<file path="src/rtl/vga_timing_pkg.sv">
// Shared constants and helpers for the VGA timing generator.
//   - Default mode constants for 640x480@60 (25 MHz pixel) and 800x600@60 (40 MHz pixel)
//   - Sync polarity constants
//   - h_total()/v_total(): full line/frame length from the four region widths
package vga_timing_pkg;

  localparam logic SYNC_ACT_LO = 1'b0;
  localparam logic SYNC_ACT_HI = 1'b1;

  localparam int MAX_PIPE_DLY = 7;

  // 640x480@60
  localparam int VGA640_H_ACTIVE = 640;
  localparam int VGA640_H_FRONT  = 16;
  localparam int VGA640_H_SYNC   = 96;
  localparam int VGA640_H_BACK   = 48;
  localparam int VGA640_V_ACTIVE = 480;
  localparam int VGA640_V_FRONT  = 10;
  localparam int VGA640_V_SYNC   = 2;
  localparam int VGA640_V_BACK   = 33;

  // 800x600@60
  localparam int SVGA800_H_ACTIVE = 800;
  localparam int SVGA800_H_FRONT  = 40;
  localparam int SVGA800_H_SYNC   = 128;
  localparam int SVGA800_H_BACK   = 88;
  localparam int SVGA800_V_ACTIVE = 600;
  localparam int SVGA800_V_FRONT  = 1;
  localparam int SVGA800_V_SYNC   = 4;
  localparam int SVGA800_V_BACK   = 23;

  function automatic int h_total(input int active, input int front, input int sync, input int back);
    return active + front + sync + back;
  endfunction

  function automatic int v_total(input int active, input int front, input int sync, input int back);
    return active + front + sync + back;
  endfunction

endpackage

</file>
<file path="src/rtl/vga_sync_delay.sv">
// Shift register of DEPTH stages, 3 bits wide, for {hsync, vsync, video_on}.
// Stages advance only when en is high; rst or clr load every stage with RST_VAL.
// DEPTH = 0 is a combinational pass-through.
// Ports:
//   clk  - system clock
//   rst  - synchronous active-high reset
//   en   - advance strobe (pixel tick)
//   clr  - synchronous clear to RST_VAL
//   d    - input bits
//   q    - output bits, DEPTH enabled cycles after d
module vga_sync_delay
  import vga_timing_pkg::*;
#(
  parameter int         DEPTH   = 0,
  parameter logic [2:0] RST_VAL = 3'b000
) (
  input  logic       clk,
  input  logic       rst,
  input  logic       en,
  input  logic       clr,
  input  logic [2:0] d,
  output logic [2:0] q
);

  if (DEPTH < 0 || DEPTH > MAX_PIPE_DLY) begin : g_depth_err
    $error("vga_sync_delay: DEPTH out of range 0..7");
  end

  if (DEPTH == 0) begin : g_pass
    logic unused_ok;
    assign unused_ok = ^{clk, rst, en, clr};
    assign q = d;
  end else begin : g_sr
    logic [2:0] dly_p [DEPTH];

    always_ff @(posedge clk) begin
      if (rst || clr) begin
        for (int i = 0; i < DEPTH; i++) dly_p[i] <= RST_VAL;
      end else if (en) begin
        dly_p[0] <= d;
        for (int i = 1; i < DEPTH; i++) dly_p[i] <= dly_p[i-1];
      end
    end

    assign q = dly_p[DEPTH-1];
  end

endmodule

</file>
<file path="src/rtl/vga_timing_gen.sv">
// Parametrised VGA/VESA timing generator.
// An integer divider produces one pix_tick per CLK_DIV clocks; the column/row
// counters advance on pix_tick. Sync and video_on are decoded from the next
// count so they line up with px_x/px_y, then delayed PIPE_DLY pixel ticks to
// match downstream pixel-data latency. line_start/frame_start are not delayed.
// Ports:
//   clk, rst     - system clock, synchronous active-high reset
//   pix_tick     - one-clk strobe per pixel period
//   px_x, px_y   - current column/row (undelayed)
//   hsync, vsync - syncs with polarity HS_POL/VS_POL, delayed PIPE_DLY ticks
//   video_on     - active region flag, delayed PIPE_DLY ticks
//   line_start   - one-clk strobe when px_x loads 0 from a count wrap
//   frame_start  - one-clk strobe when px_x and px_y both load 0 from a wrap
module vga_timing_gen
  import vga_timing_pkg::*;
#(
  parameter int H_ACTIVE = VGA640_H_ACTIVE,
  parameter int H_FRONT  = VGA640_H_FRONT,
  parameter int H_SYNC   = VGA640_H_SYNC,
  parameter int H_BACK   = VGA640_H_BACK,
  parameter int V_ACTIVE = VGA640_V_ACTIVE,
  parameter int V_FRONT  = VGA640_V_FRONT,
  parameter int V_SYNC   = VGA640_V_SYNC,
  parameter int V_BACK   = VGA640_V_BACK,
  parameter int HS_POL   = 0,
  parameter int VS_POL   = 0,
  parameter int CLK_DIV  = 4,
  parameter int PIPE_DLY = 0,
  parameter int CW       = 11
) (
  input  logic          clk,
  input  logic          rst,
  output logic          pix_tick,
  output logic [CW-1:0] px_x,
  output logic [CW-1:0] px_y,
  output logic          hsync,
  output logic          vsync,
  output logic          video_on,
  output logic          line_start,
  output logic          frame_start
);

  if (H_FRONT < 1 || H_SYNC < 1 || H_BACK < 1 ||
      V_FRONT < 1 || V_SYNC < 1 || V_BACK < 1 || CLK_DIV < 1) begin : g_param_err
    $error("vga_timing_gen: porch/sync widths and CLK_DIV must all be >= 1");
  end

  localparam int H_TOTAL = h_total(H_ACTIVE, H_FRONT, H_SYNC, H_BACK);
  localparam int V_TOTAL = v_total(V_ACTIVE, V_FRONT, V_SYNC, V_BACK);

  localparam logic [CW-1:0] H_LAST  = CW'(H_TOTAL - 1);
  localparam logic [CW-1:0] V_LAST  = CW'(V_TOTAL - 1);
  localparam logic [CW-1:0] H_VIS   = CW'(H_ACTIVE);
  localparam logic [CW-1:0] V_VIS   = CW'(V_ACTIVE);
  localparam logic [CW-1:0] HS_BEG  = CW'(H_ACTIVE + H_FRONT);
  localparam logic [CW-1:0] HS_END  = CW'(H_ACTIVE + H_FRONT + H_SYNC);
  localparam logic [CW-1:0] VS_BEG  = CW'(V_ACTIVE + V_FRONT);
  localparam logic [CW-1:0] VS_END  = CW'(V_ACTIVE + V_FRONT + V_SYNC);
  localparam logic [CW-1:0] CNT_ONE = CW'(1);

  localparam logic HS_ACT = (HS_POL != 0);
  localparam logic VS_ACT = (VS_POL != 0);

  // A 1-bit divider counter is kept for CLK_DIV = 1 so the width is never zero.
  localparam int            DW       = (CLK_DIV > 1) ? $clog2(CLK_DIV) : 1;
  localparam logic [DW-1:0] DIV_LAST = DW'(CLK_DIV - 1);
  localparam logic [DW-1:0] DIV_ONE  = DW'(1);

  logic [DW-1:0] div_cnt;
  logic          div_wrap;
  logic          x_wrap, y_wrap;
  logic [CW-1:0] x_nxt, y_nxt;
  logic          hs_on, vs_on, von_on;
  logic          hs_raw, vs_raw, von_raw;
  logic [2:0]    dly_q;

  assign div_wrap = (div_cnt == DIV_LAST);

  always_comb begin
    x_wrap = (px_x == H_LAST);
    y_wrap = (px_y == V_LAST);
    x_nxt  = px_x;
    y_nxt  = px_y;
    if (pix_tick) begin
      x_nxt = x_wrap ? '0 : px_x + CNT_ONE;
      if (x_wrap) y_nxt = y_wrap ? '0 : px_y + CNT_ONE;
    end
    hs_on  = (x_nxt >= HS_BEG) && (x_nxt < HS_END);
    vs_on  = (y_nxt >= VS_BEG) && (y_nxt < VS_END);
    von_on = (x_nxt < H_VIS) && (y_nxt < V_VIS);
  end

  // Stage p0: divider, counters, strobes and raw decode registered together
  always_ff @(posedge clk) begin
    if (rst) begin
      div_cnt     <= '0;
      pix_tick    <= 1'b0;
      px_x        <= '0;
      px_y        <= '0;
      line_start  <= 1'b0;
      frame_start <= 1'b0;
      hs_raw      <= ~HS_ACT;
      vs_raw      <= ~VS_ACT;
      von_raw     <= 1'b0;
    end else begin
      div_cnt     <= div_wrap ? '0 : div_cnt + DIV_ONE;
      pix_tick    <= div_wrap;
      px_x        <= x_nxt;
      px_y        <= y_nxt;
      line_start  <= pix_tick && x_wrap;
      frame_start <= pix_tick && x_wrap && y_wrap;
      hs_raw      <= hs_on ? HS_ACT : ~HS_ACT;
      vs_raw      <= vs_on ? VS_ACT : ~VS_ACT;
      von_raw     <= von_on;
    end
  end

  // Stage p1..pN: latency alignment of sync/video_on, advancing per pixel
  vga_sync_delay #(
    .DEPTH  (PIPE_DLY),
    .RST_VAL({~HS_ACT, ~VS_ACT, 1'b0})
  ) u_sync_delay (
    .clk(clk),
    .rst(rst),
    .en (pix_tick),
    .clr(1'b0),
    .d  ({hs_raw, vs_raw, von_raw}),
    .q  (dly_q)
  );

  assign {hsync, vsync, video_on} = dly_q;

endmodule

</file>
<file path="config.mk">
export PLATFORM = sky130hd
export DESIGN_NAME = vga_timing_gen
export DESIGN_NICKNAME = d
export VERILOG_FILES = /design/src/rtl/vga_timing_pkg.sv /design/src/rtl/vga_sync_delay.sv /design/src/rtl/vga_timing_gen.sv
export SDC_FILE = /design/constraint.sdc
export NUM_CORES = 1
export LEC_CHECK = 0
export ABC_AREA = 1
export CAP_MARGIN = 20
export CELL_PAD_IN_SITES_DETAIL_PLACEMENT = 0
export CELL_PAD_IN_SITES_GLOBAL_PLACEMENT = 1
export CORE_ASPECT_RATIO = 0.75
export CORE_MARGIN = 4
export CORE_UTILIZATION = 40
export DETAILED_ROUTE_END_ITERATION = 7
export DONT_BUFFER_PORTS = 1
export GPL_ROUTABILITY_DRIVEN = 0
export PLACE_DENSITY = 0.83
export SLEW_MARGIN = 20
export SYNTH_ARGS = -nofsm -noshare
export SYNTH_HDL_FRONTEND = slang
export SYNTH_SLANG_ARGS = --single-unit
</file>
<file path="constraint.sdc">
create_clock -name clk -period 1.4 [get_ports clk]
set_input_delay 0.14 -clock clk [delete_from_list [all_inputs] [get_ports clk]]
set_output_delay 0.14 -clock clk [all_outputs]
set_load 0.02 [all_outputs]
</file>
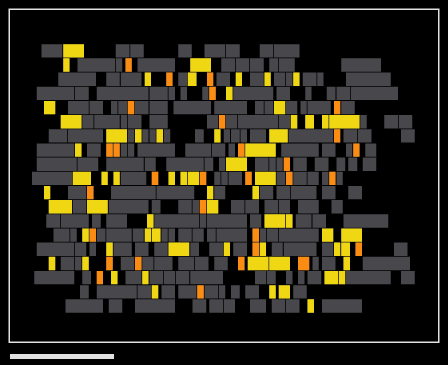
Fig. 1. Gate-type map (run 1).
Bar = 20 um.
| colour | family | cells |
|---|---|---|
| yellow | NOR gates | 64 |
| orange | inverters | 30 |
Layout Cells excl Fill: 368
most frequent logic cell in the layout: buf_4
Comb/total area: 43.5%

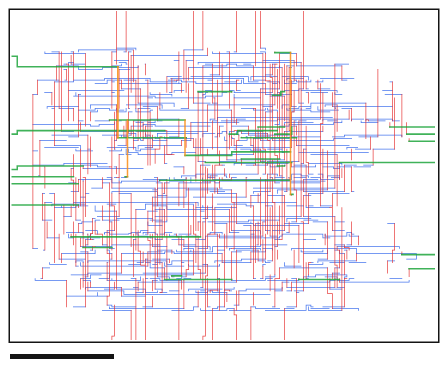
Fig. 2. Signal wires by layer (run 1).
Bar = 20 um.
| colour | layer | wire length |
|---|---|---|
| red | met2 | 2210 um |
| blue | met1 | 2440 um |
| orange | met4 | 58.5 um |
| green | met3 | 346 um |
Tot GR Track Use: 19.8%
final WL: 5060 um
Routed wire per std cell: 13.7 um

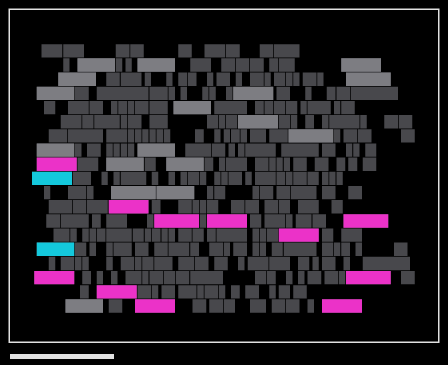
Fig. 3. Register map, names as in the netlist (run 1).
Bar = 20 um. Other sequential cells in the stronger grey, the rest of the logic in the fainter grey.
| colour | name in the netlist | placed flops |
|---|---|---|
| cyan | div_cnt | 2 |
| magenta | px_x | 11 |
not coloured: 17

## run 1: worst max-delay path: stages (launching register included)
cell     delay, ns
dfxtp_4       0.36
ha_4          0.16
inv_2         0.05
nor2_4        0.16
nand2_4       0.14
nor2_4        0.15
nand2_1       0.06
nand2_1       0.08
nand3_2       0.10
buf_4         0.16
nand3_2       0.06
nand2_1       0.04
nand2_1       0.05
## run 1: flip-flops by register name, summed over array words and instances (netlist names)
register / flops
px_x: 11
px_y: 11
div_cnt: 2
frame_start: 1
hs_raw: 1
line_start: 1
pix_tick: 1
von_raw: 1
vs_raw: 1
## run 1: layout make-up
cell class	count	area share (%)
clock inverter	2	0.425
inverter	30	4.34
multi-input combinational	173	43.5
sequential	30	24.1
timing repair buffer	75	22.1
tap	52	2.45
clock buffer	6	3.11
## run 1: worst min path at each step
stage | end | slack, ns | cells past startpoint
after floorplan | div_cnt[1] | 0.22 | 1
after detailed placement | px_x[4] | 0.21 | 1
final | hs_raw | 0.00002 | 2
after global placement | pix_tick | 0.21 | 1
after global routing | hs_raw | 0.005 | 2
after CTS | px_x[9] | -0.1 | 1
## run 1: metal layers
metal / part of all wire [%] / wire, um / vias up
met5: 0 / 0 / -
met4: 1.1 / 58 / 0
met3: 6.8 / 345 / 9
met2: 44 / 2210 / 51
met1: 48 / 2440 / 830
li1: - / - / 917
## run 1: power groups by stage
stage	Sequential, mW	Combinational (mW)	Clock, mW
after floorplan	0.889	0.0350	0
after global placement	0.886	0.0463	0
after detailed placement	0.887	0.0473	0
after CTS	0.867	0.0594	0.758
after global routing	0.869	0.0817	0.809
final	0.868	0.0744	0.758
## run 1: kinds of logic (layout without fill, tap and decap cells)
kind of cell	count (synthesis)	count (layout)	share of synthesized area, %
AOI/OAI and AO/OA	11	11	4.17
xor gates and xnor gates	5	5	2.66
adders and majority gates	4	4	3.04
buffers and inverters	35	113	9.10
DFF	30	30	36.4
and+or+nand+nor	152	153	44.6
## run 1: per-stage QoR
| step | hold WS [ns] | setup TNS, ns | setup WS [ns] | util (%) | instance area [um^2] |
|---|---|---|---|---|---|
| floorplan | 0.216 | -0.276 | -0.129 | - | 1730 |
| global placement | 0.206 | -0.884 | -0.197 | 58.9 | 2240 |
| CTS | -0.0965 | -0.928 | -0.202 | 64.6 | 2460 |
| finish | 0.0000151 | -1.33 | -0.218 | 69.7 | 2650 |
| detailed placement | 0.208 | -1.16 | -0.240 | 58.9 | 2240 |
| global route | 0.00481 | -2.80 | -0.339 | 69.7 | 2650 |
## run 1: cells in the final DEF (no fill, tap or decap), types with 4 or more instances in the layout
cell type / count
buf_4: 68
nand3_1: 14
buf_6: 4
nand3_2: 5
clkbuf_8: 6
nor3_1: 4
inv_2: 5
nand4_1: 9
nor2_2: 6
dfxtp_4: 6
dfxtp_1: 12
nand2_2: 11
dfxtp_2: 12
inv_1: 23
nor2_1: 36
nor2_4: 12
nand2_1: 40
## run 1: timing repair
action | CTS | global route
hold buffers | 3 | 1
endpoints found under the setup margin | 14 | 17
gates cloned | 1 | 0
pin swaps | 7 | 21
setup buffers | 5 | 3
resized | 18 | 43
hold endpoints to repair | 22 | 20
==> out/results.txt, run 1 <==
Ys cells - 237
Top cells by area - dfxtp_1, nand2_1, nor2_1, inv_1, nand3_1
Top Usage Layer GRT - met1
CTS tree - yes
Crit-path max FO - 6
Slack of the critical path - -0.218 ns
Critical R2R Capture - vs_raw
Synthesized flop and latch total - 30
VDD IR max - 0.595 mV
Floorplan core density - 43.4%
P_int - 1.29 mW
Die Ht - 63.6 um
Outcome - complete, but fails checks
Seq/Total Area, Yosys - 36.4%
Htree depth - 2
Final Total Pwr - 1.70 mW
Core area - 0.00380 mm^2
Die Span X - 82.1 um
Largest net degree at the start of global routing - 25
Switching part of the total - 24.3%
Net Count, Synth - 243
Most used DFF post-synth - dfxtp_1
Synthesis Warnings - 0
Max cap viols - 0
Reg2reg setup slack - -0.22 ns
Nets - 321
Drt first pass iters - 4
Leak - 1.17 nW
Max-slew violations - 0
Final Hold Violation Tally - 0
Tool warning count - 31
Final setup viols - 10
Final period utilization - 116%
Root Driver - clkbuf_8
Placed wire-length estimate - 3490 um
Failing checks - setup timing
Clock transition at the registers of the reported paths - 0.07 ns
Port Buffers - 0
Fig. 4: run 1, placement view
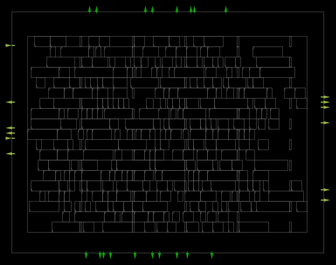

==> run 1 -> run 2 <==
--- a/config.mk
+++ b/config.mk
@@ -11,11 +11,10 @@
 export CELL_PAD_IN_SITES_GLOBAL_PLACEMENT = 1
 export CORE_ASPECT_RATIO = 0.75
 export CORE_MARGIN = 4
-export CORE_UTILIZATION = 40
+export CORE_UTILIZATION = 33
 export DETAILED_ROUTE_END_ITERATION = 7
-export DONT_BUFFER_PORTS = 1
 export GPL_ROUTABILITY_DRIVEN = 0
-export PLACE_DENSITY = 0.83
+export PLACE_DENSITY_LB_ADDON = 0.1
 export SLEW_MARGIN = 20
 export SYNTH_ARGS = -nofsm -noshare
 export SYNTH_HDL_FRONTEND = slang
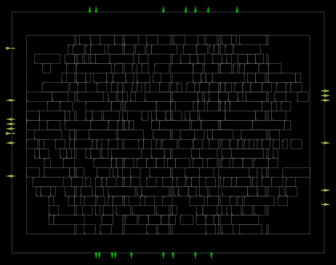
Fig. 5. Placement view (run 2).
Post-Route Utilization: 65.5%
row count: 21
core area: 0.00465 mm^2
Tapcell Cnt: 57

==> run 2 against run 1 <==
  * The flow still finishes with violations (setup timing)
  * Synthesized cell count unchanged
  * Sequential power decreased by 0.9%
  * Clock skew about the same
  * Total power increased by 12%
  * Highest routed layer unchanged
==> out/results.txt, run 2 <==
Hold Slack - 0.440 ns (was 0.0000151 ns)
First-pass GRT wire length - 8510 um (was 7980 um)
Top cells by area - dfxtp_1, nand2_1, nor2_1, inv_1, nand3_1 (unchanged)
Die Ht - 69.2 um (was 63.6 um)
Placed wire-length estimate - 3910 um (was 3490 um)
Cell Area, Placed - 0.00253 mm^2 (was 0.00224 mm^2)
Cell Pwr Density - 626 mW/mm^2 (was 641 mW/mm^2)
Slack of the critical path - -0.228 ns (was -0.218 ns)
Final WL - 5520 um (was 5060 um)
Post-route setup TNS - -1.52 ns (was -1.33 ns)
Max cap viols - 0 (unchanged)
Floorplan core density - 35.5% (was 43.4%)
Tot GR Track Use - 18.0% (was 19.8%)
Max-slew violations - 0 (unchanged)
Outcome - complete, but fails checks (unchanged)
Largest net degree at the start of global routing - 24 (was 25)
Worst-Margin Slew - 0.294 ns (was 0.963 ns)
Synthesis Warnings - 0 (unchanged)
Htree depth - 2 (unchanged)
Die Span X - 89.6 um (was 82.1 um)
CTS buffer count - 5 (unchanged)
Max transition margin - 80.4% (was 35.6%)
Critical path capture point type - register (unchanged)
Seq/Total Area, Yosys - 36.4% (unchanged)
Nets - 352 (was 321)
Ys cells - 237 (unchanged)
Drt first pass iters - 4 (unchanged)
Cell Type Count - 29 (unchanged)
Most instantiated logic cells after routing - buf_4, nand2_1, nor2_1 (unchanged)
Synthesized flop and latch total - 30 (unchanged)
Design area - 0.00305 mm^2 (was 0.00265 mm^2)
Failing checks - setup timing (unchanged)
Cells after Synth - 237 (unchanged)
Port Buffers - 29 (was 0)
Net Count, Synth - 243 (unchanged)
Most used DFF post-synth - dfxtp_1 (unchanged)
Minimum clock period - 1.63 ns (was 1.62 ns)
CTS tree - yes (unchanged)
Largest regs - px_x (11), px_y (11), div_cnt (2) (unchanged)
Final setup viols - 14 (was 10)
Crit-path max FO - 6 (unchanged)
Class of the most critical setup path - reg2reg (unchanged)
Most instantiated cells after synthesis - nand2_1, nor2_1, dfxtp_1 (unchanged)
Root Driver - clkbuf_8 (unchanged)
Switching part of the total - 21.1% (was 24.3%)
Final period utilization - 116% (about the same)
Vias - 1887 (was 1807)
Syn avg cell area - 6.96 um^2 (unchanged)
P_int - 1.50 mW (was 1.29 mW)
Final Hold Violation Tally - 0 (unchanged)
Routed wire per std cell - 13.7 um (about the same)
Tool warning count - 30 (was 31)
Top-count cell post-synth - nand2_1 (unchanged)
Leak - 1.38 nW (was 1.17 nW)
Drc violations - 0 (unchanged)
VDD IR max - 0.699 mV (was 0.595 mV)
Syn Std Cell Area - 0.00165 mm^2 (unchanged)
Most frequent logic cell in the layout - buf_4 (unchanged)
Clock transition at the registers of the reported paths - 0.07 ns (about the same)
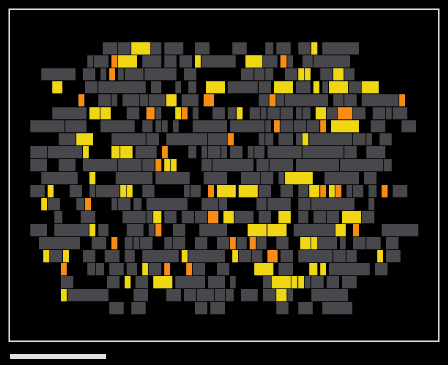
Fig. 6. Gate-type map (run 2).
Bar = 20 um.
| colour | family | cells |
|---|---|---|
| yellow | NOR gates | 64 |
| orange | inverters | 30 |
Layout Cells excl Fill: 404
Comb/total area: 39.4%

## run 2: cell counts after synthesis
No cell type changed its count.
## run 2: final cells by class
class | count | area [um^2] | share of cell area, %
Clock buffer | 8 | 133 | 4.35
Inverter | 30 | 126 | 4.15
Multi-Input combinational cell | 173 | 1200 | 39.4
Sequential cell | 30 | 642 | 21.1
Tap cell | 57 | 71.3 | 2.34
Timing Repair Buffer | 106 | 872 | 28.6
## run 2: critical path, cell delays in order (launching register included)
cell and delay [ns]:
dfxtp_4 0.36, ha_4 0.16, inv_2 0.05, nor2_4 0.23, nand2_4 0.14, nor2_4 0.13
nand2_1 0.06, nand2_1 0.06, nand3_2 0.10, nand2_2 0.11, clkinv_2 0.05, nand2_2 0.05
nor2_1 0.03
## run 2: routing by layer
metal | vias up | track usage (%) | routed length, um
li1 | 969 | - | -
met1 | 856 | 27.2 | 2660
met2 | 54 | 24.7 | 2400
met3 | 8 | 4.63 | 375
met4 | 0 | 4.96 | 87
met5 | - | 0 | 0
## run 2: what timing repair did
item	CTS	global route
hold buffers	0	0
setup endpoints to repair	39	23
buffers inserted	7	10
gates resized	49	62
pin swaps	15	30
hold endpoints to repair	0	0
cloned	1	0
## run 2: power groups by stage
stage	Sequential, mW	Clock [mW]	Combinational (mW)
3_3_place_gp	0.884	0	0.0753
5_1_grt	0.862	1.02	0.0862
2_1_floorplan	0.889	0	0.0350
3_5_place_dp	0.884	0	0.0765
4_1_cts	0.864	0.977	0.0750
6_report	0.860	0.966	0.0785
## run 2: cell families (layout without fill, tap and decap cells)
| group | count (synthesis) | in the layout | share of synthesized area [%] |
|---|---|---|---|
| AOI/OAI and AO/OA | 11 | 11 | 4.17 |
| xor gates and xnor gates | 5 | 5 | 2.66 |
| adders and majority gates | 4 | 4 | 3.04 |
| buffers and inverters | 35 | 144 | 9.10 |
| DFF | 30 | 30 | 36.4 |
| and+or+nand+nor | 152 | 153 | 44.6 |
## run 2: per-stage QoR
step | total power, mW | util (%) | setup slack [ns]
3_3_place_gp | 0.959 | 54.5 | -0.260
2_1_floorplan | 0.924 | - | -0.129
6_report | 1.91 | 65.5 | -0.228
3_5_place_dp | 0.960 | 54.5 | -0.244
4_1_cts | 1.92 | 60.0 | -0.198
5_1_grt | 1.97 | 65.5 | -0.338
## run 2: final timing paths
path | from | end | slack (ns) | depth (start not counted)
setup / recovery | px_x[0] | von_raw | -0.23 | 12
setup reg to reg | px_x[0] | von_raw | -0.23 | 12
hold reg to reg | div_cnt[0] | div_cnt[0] | 0.44 | 1
hold / removal | div_cnt[0] | div_cnt[0] | 0.44 | 1
Power is estimated from default activity; no workload was simulated.
